Design ng_sw_cond, sky130hd; sources not shown.
==> run_1/cell_classes.png <==
(4 px per um) Fill, decap, tap and diode cells in gray.
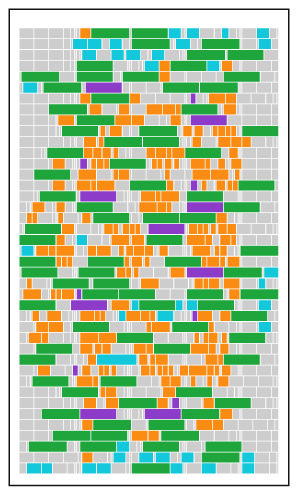
legend:
  orange:
    class: all other logic
    cells: 213
    share_of_their_area: 34%
  purple:
    class: clock drivers and dummy loads
    cells: 16
    share_of_their_area: 6.1%
  green:
    class: flip-flops
    cells: 84
    share_of_their_area: 51%
  cyan:
    class: other buffers and delay cells
    cells: 41
    share_of_their_area: 8.9%
sequential portion of the cell area: 49.53%
standard cell core area: 7233 um^2
share of the core filled with cells: 59.51%

==> run_1/density.png <==
(3 px per um) 7 x 12 tiles, from black (low) to pale yellow (high), 0 to 100% covered.
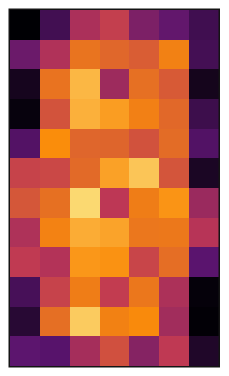
densest ninth of the die: center
tiles over 75% full: 16%
nearly empty tiles: 3.6%
Init Core Util: 49.87%

==> run_1/zoom.png <==
Region (22, 47) to (47, 72) um. Cells in gray, sequential cells in the stronger gray; small squares are vias.
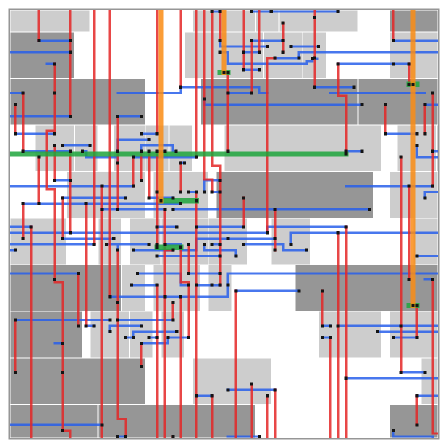
legend:
  red:
    layer: met2
  green:
    layer: met3
  blue:
    layer: met1
  orange:
    layer: met4
cells with their middle in the window: 36
most frequent: dfrtp_1 (9), inv_1 (6)
sequential cells in the window: 9

==> run summary, run 1 <==
The synthesis and PnR run went through. Warning total across the stage logs landed at 35. Post-route clock skew landed at 0.005101 ns. Fill cell instance count of the final layout landed at 594. In the final layout, the clock buffer count is 13.

In this run the biggest area consumer among cell types represents 41.62% of the synthesized area. Looking at the critical path, the single cell with the biggest stage delay is dfstp_2. Sorting the Yosys area breakdown by cell type puts at the top dfrtp_1. Final routed DRC violation total landed at 0. Summing the areas of all fa, ha and maj instances in the mapped netlist gives 5.897% of the synthesized area. CTS built an H-tree with a depth of 3. The internal portion of the total power is 2356 uW. In the finished design the tool counted flip-flops and latches totalling 84. The number of antenna violations at the first check in global routing is 0.

Total grt overflow landed at 0. Clock network power landed at 1310 uW. The layout report lists the combined flip-flop and latch area as 2132 um^2.

Gate count of the mapped netlist landed at 303. Compound-cell area share of the yosys netlist landed at 8.810%. The initialized floorplan defines 41 standard-cell rows.

Along the worst path, the maximum fanout reaches 5. The multi-input combinational cells in the finished layout cover a total of 1265 um^2. Sequential power share landed at 53.7%. Per the OpenROAD power report, switching power amounts to 594.0 uW. The STA report counts the stages on the worst setup path as 1. Flip-flop and latch count after synthesis landed at 84.

Global routing usage summed across all routing layers landed at 16.55%. The pin closest to its max-slew limit shows a slew of 0.6258 ns. Per-cell routed wire length landed at 14.07 um. Setup slack after placement landed at 0.3731 ns. Multi-input combinational cell count landed at 168. TritonCTS built the clock tree.

For this design, the sink count on the clock tree is 84. The flow ran to the end, and the final reports show no timing, DRC or antenna violations. Across the whole layout, multi-input logic makes up 29.39% of the cell area. Count of final hold-check violations landed at 0. As reported, the later end of the worst-skew pair has a clock insertion delay of 0.33 ns. Setup slack on the worst flop-to-flop path landed at 0.60 ns. The setup path with the least slack is of type flop to output port. Summing all multiplexer cells gives an area fraction of 4.717%. Flip-flop count of the largest register, all copies and words added landed at 32.

Met1 wire length landed at 2385 um. The script extracted a total leakage power of 0.001981 uW. The global router reports that the layer with the highest usage is met2. The first global-routing pass estimated 10740 um of wire. Number of global-route vias before repair landed at 2429. The tree is rooted in a clkbuf_16.

During I/O placement, the number of pins put on the boundary was 35. The worst path uses 84.91% of the clock period. Global-route met3 utilization landed at 2.899%.

Estimated wirelength of the detail-placed design landed at 4242 um. Final number of max-transition violations landed at 0.
-- run 1: through the flow --
stage | TNS [ns] | area, um^2 | hold WS (ns) | util (%) | std cells
detailed placement | 0 | 4080 | 0.3479 | 56.41 | 424
floorplan | 0 | 3607 | 0.3452 | - | 303
CTS | 0 | 4310 | 0.3034 | 59.59 | 440
global route | 0 | 4304 | 0.3350 | 59.51 | 440
global placement | -181.15 | 4055 | 0.3467 | 56.06 | 423
finish | 0 | 4304 | 0.2962 | 59.51 | 440
-- run 1: worst register-to-register path, delay by kind of cell, from the launching register on --
family / cells / cell delay, ns
adder cells (fa/ha/maj): 1 / 0.17
flip-flops: 1 / 0.40
buffers and inverters: 2 / 0.14
AND-OR/OR-AND: 2 / 0.72
==> run_1/final_clocks.png <==
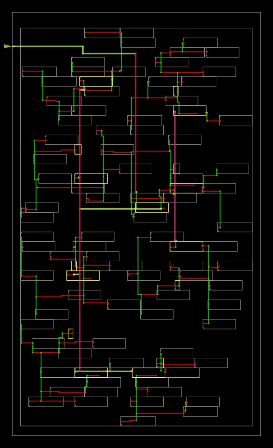

--- run 2 (diff from run 1) ---
--- a/config.mk
+++ b/config.mk
@@ -11,7 +11,7 @@
 export CORE_UTILIZATION = 48
 export DETAILED_ROUTE_END_ITERATION = 6
 export GPL_TIMING_DRIVEN = 0
-export PLACE_DENSITY = 0.69
+export PLACE_DENSITY = 0.72
 export SETUP_SLACK_MARGIN = 0.3
 export SLEW_MARGIN = 20
 export SYNTH_ARGS = -nofsm -noshare
==> constraint.sdc (replaced) <==
create_clock -name CLK_256K -period 1.5 [get_ports CLK_256K]
set_input_delay 0.45 -clock CLK_256K [delete_from_list [all_inputs] [get_ports CLK_256K]]
set_output_delay 0.45 -clock CLK_256K [all_outputs]
set_load 0.02 [all_outputs]
==> run_2/final_clocks.png <==
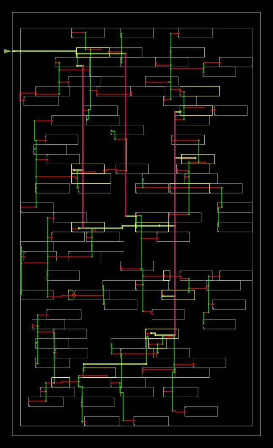
CTS buffer count: 9
clock tree sinks: 84
number of flip-flops and latches: 84
Clk power: 2550 uW
clock insertion delay at the later pin of the skew report: 0.34 ns

==> run_2/density.png <==
(3 px per um) 7 x 12 tiles, from black (low) to pale yellow (high), 0 to 100% covered.
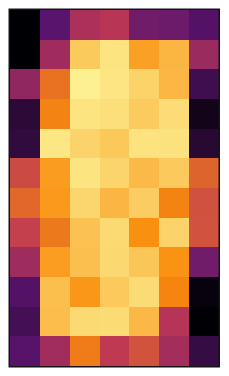
densest ninth of the die: center
mean over tiles: 64%
fullest tile: 97%
share of the core filled with cells: 74.02%

==> run summary, run 2 <==
The synthesis and PnR run went through. The flow ran to the end, but the final reports show violations. The final reports fail on negative setup slack. Sequential power for this build is 2330 uW.

The placement summary gives the final routability congestion estimate as 0.7341. Count of distinct cell types in the synthesized netlist landed at 27. The root buffer cell chosen for the clock tree is clkbuf_16. Largest incremental delay on the critical path landed at 0.58 ns. Area used by multi-input combinational logic landed at 1737 um^2. Warnings raised by the tools during the run amount to 36.

After layout, the setup clock skew is reported as 0.003325 ns. Across all checked pins, the minimum headroom to the slew limit is 76.37%. met3 track demand over resource after global routing is 3.751%. Per the layout report, the design carries 454 filler cells. Number of global-route vias before repair landed at 2680. Across all setup checks in the final design, the least slack found is -0.003713 ns. Portion of synthesized cell area occupied by the leading cell type landed at 41.62%.

In the global route stage, met2 resource usage came out at 34.56%. The critical path in this run is classified as flop to output port. The largest part of the power goes to clock. The flow reports an fmax of 665.0 MHz. The finished layout holds 479 standard cells, fillers aside. Per-cell routed wire length landed at 15.65 um. Logic depth of the worst setup path including buffers landed at 1. Of all cell types, the one taking the most synthesized area is dfrtp_1. Summed over all layers, the global routing overflow is 0.

Maximum fanout count along the critical path landed at 5. Flip-flop and latch count after synthesis landed at 84. In the routed design, unresolved DRC markers number 0. Entering global routing, the biggest net connects 60 pins. Power share of the clock group landed at 51.1%. Total instance count after detailed placement landed at 424. The final power report lists total power as 4998 uW. The tightest hold path in the finished design has a slack of 0.02293 ns. In the final timing run, aggregate negative setup slack is -0.003713 ns. On the critical path, the stage with the largest delay is an instance of dfstp_2. Per the OpenROAD power report, switching power amounts to 929.3 uW. Per the post-run analysis, buffers plus inverters along the critical path come to 1.

Count of final hold-check violations landed at 0. Of the combinational cells, the family taking the most area is simple AND/OR/NAND/NOR gates. Starting utilization of the core area landed at 49.87%. Looking at the max-slew report, the worst-margin pin has a slew of 0.3545 ns. The registers of the reported paths see a clock transition of 0.06 ns.

Global-route wire length before repair landed at 12410 um. Global routing used 19.30% of the available tracks across all layers. Register area landed at 2136 um^2. Post-CTS repair changed the size of 205 cells. The H-tree was split into 3 levels.

Number of setup violations in the final report landed at 1. In this run the core area contains 41 standard-cell rows. Sequential power share landed at 46.7%. Worst endpoint data arrival time landed at 1.05 ns. Die footprint landed at 8252 um^2. Internal power component landed at 4069 uW. Estimated wirelength of the detail-placed design landed at 4301 um. The leakage power in the latest report is 0.002298 uW. Per the synthesis report, the AND-OR/OR-AND share of the synthesized area is 8.810%. Setup slack after placement landed at -0.1370 ns. Post-layout instance area landed at 5354 um^2. The register with the most flip-flops in the layout has 32 of them.

Residual antenna-violating net count after detailed routing landed at 0. Yosys instantiated no cell more often than dfrtp_1. TritonCTS built the clock tree.

The core region is 7233 um^2. Counting pins that exceed their max-slew limit in the final report gives 0. Ratio of routed vias to standard cells landed at 5.246. Per the final layout report, the fraction of cells sized above drive strength 1 comes to 43.51%. The worst register-to-register path has a setup slack of 0.15 ns. Counting only logic cells after layout, the most numerous master is dfrtp_1.

Gate count of the mapped netlist landed at 303. 0 antenna diodes ended up in the layout. Summing the areas of all fa, ha and maj instances in the mapped netlist gives 5.897% of the synthesized area.

Per STA, the worst path is made up of buf_6. In this run the most used layer during global routing was met2. The worst setup path is captured at an output port.

I/O pin total landed at 35. Area of placed instances landed at 4253 um^2. After layout, the worst path uses 100.2% of the clock period. Number of antenna violations at the first check in global routing landed at 0. Initial detailed-routing violation count landed at 154. Post-CTS setup repair buffer count landed at 25. Number of nets at floorplan landed at 330. Multiplexer share of the synthesized area landed at 4.717%.
[run 2: cell counts after synthesis]
Identical to the previous run, type by type.
[run 2: cell families (layout without fill, tap and decap cells)]
logic type,Yosys count,after routing
flip-flops,84,84
AND/OR/NAND/NOR,70,70
buffers and inverters,51,141
AND-OR/OR-AND,45,45
XOR/XNOR,20,20
adder cells (fa/ha/maj),17,17
multiplexers,16,16
[run 2: layout make-up]
cell class / count / share of cell area, %
tap: 86 / 2.010
buffer: 6 / 1.355
multi-input combinational: 168 / 32.44
sequential: 84 / 39.89
clock inverter: 4 / 1.776
clock buffer: 12 / 4.791
timing repair buffer: 74 / 14.54
inverter: 45 / 3.202
[run 2: routing by layer]
layer,wire length [um],part of all wire [%]
met5,0,0
met4,153,2.0
met3,163,2.2
met2,4348,58
met1,2828,38
Power figures rest on the tool's default switching activity, not on a simulated workload.
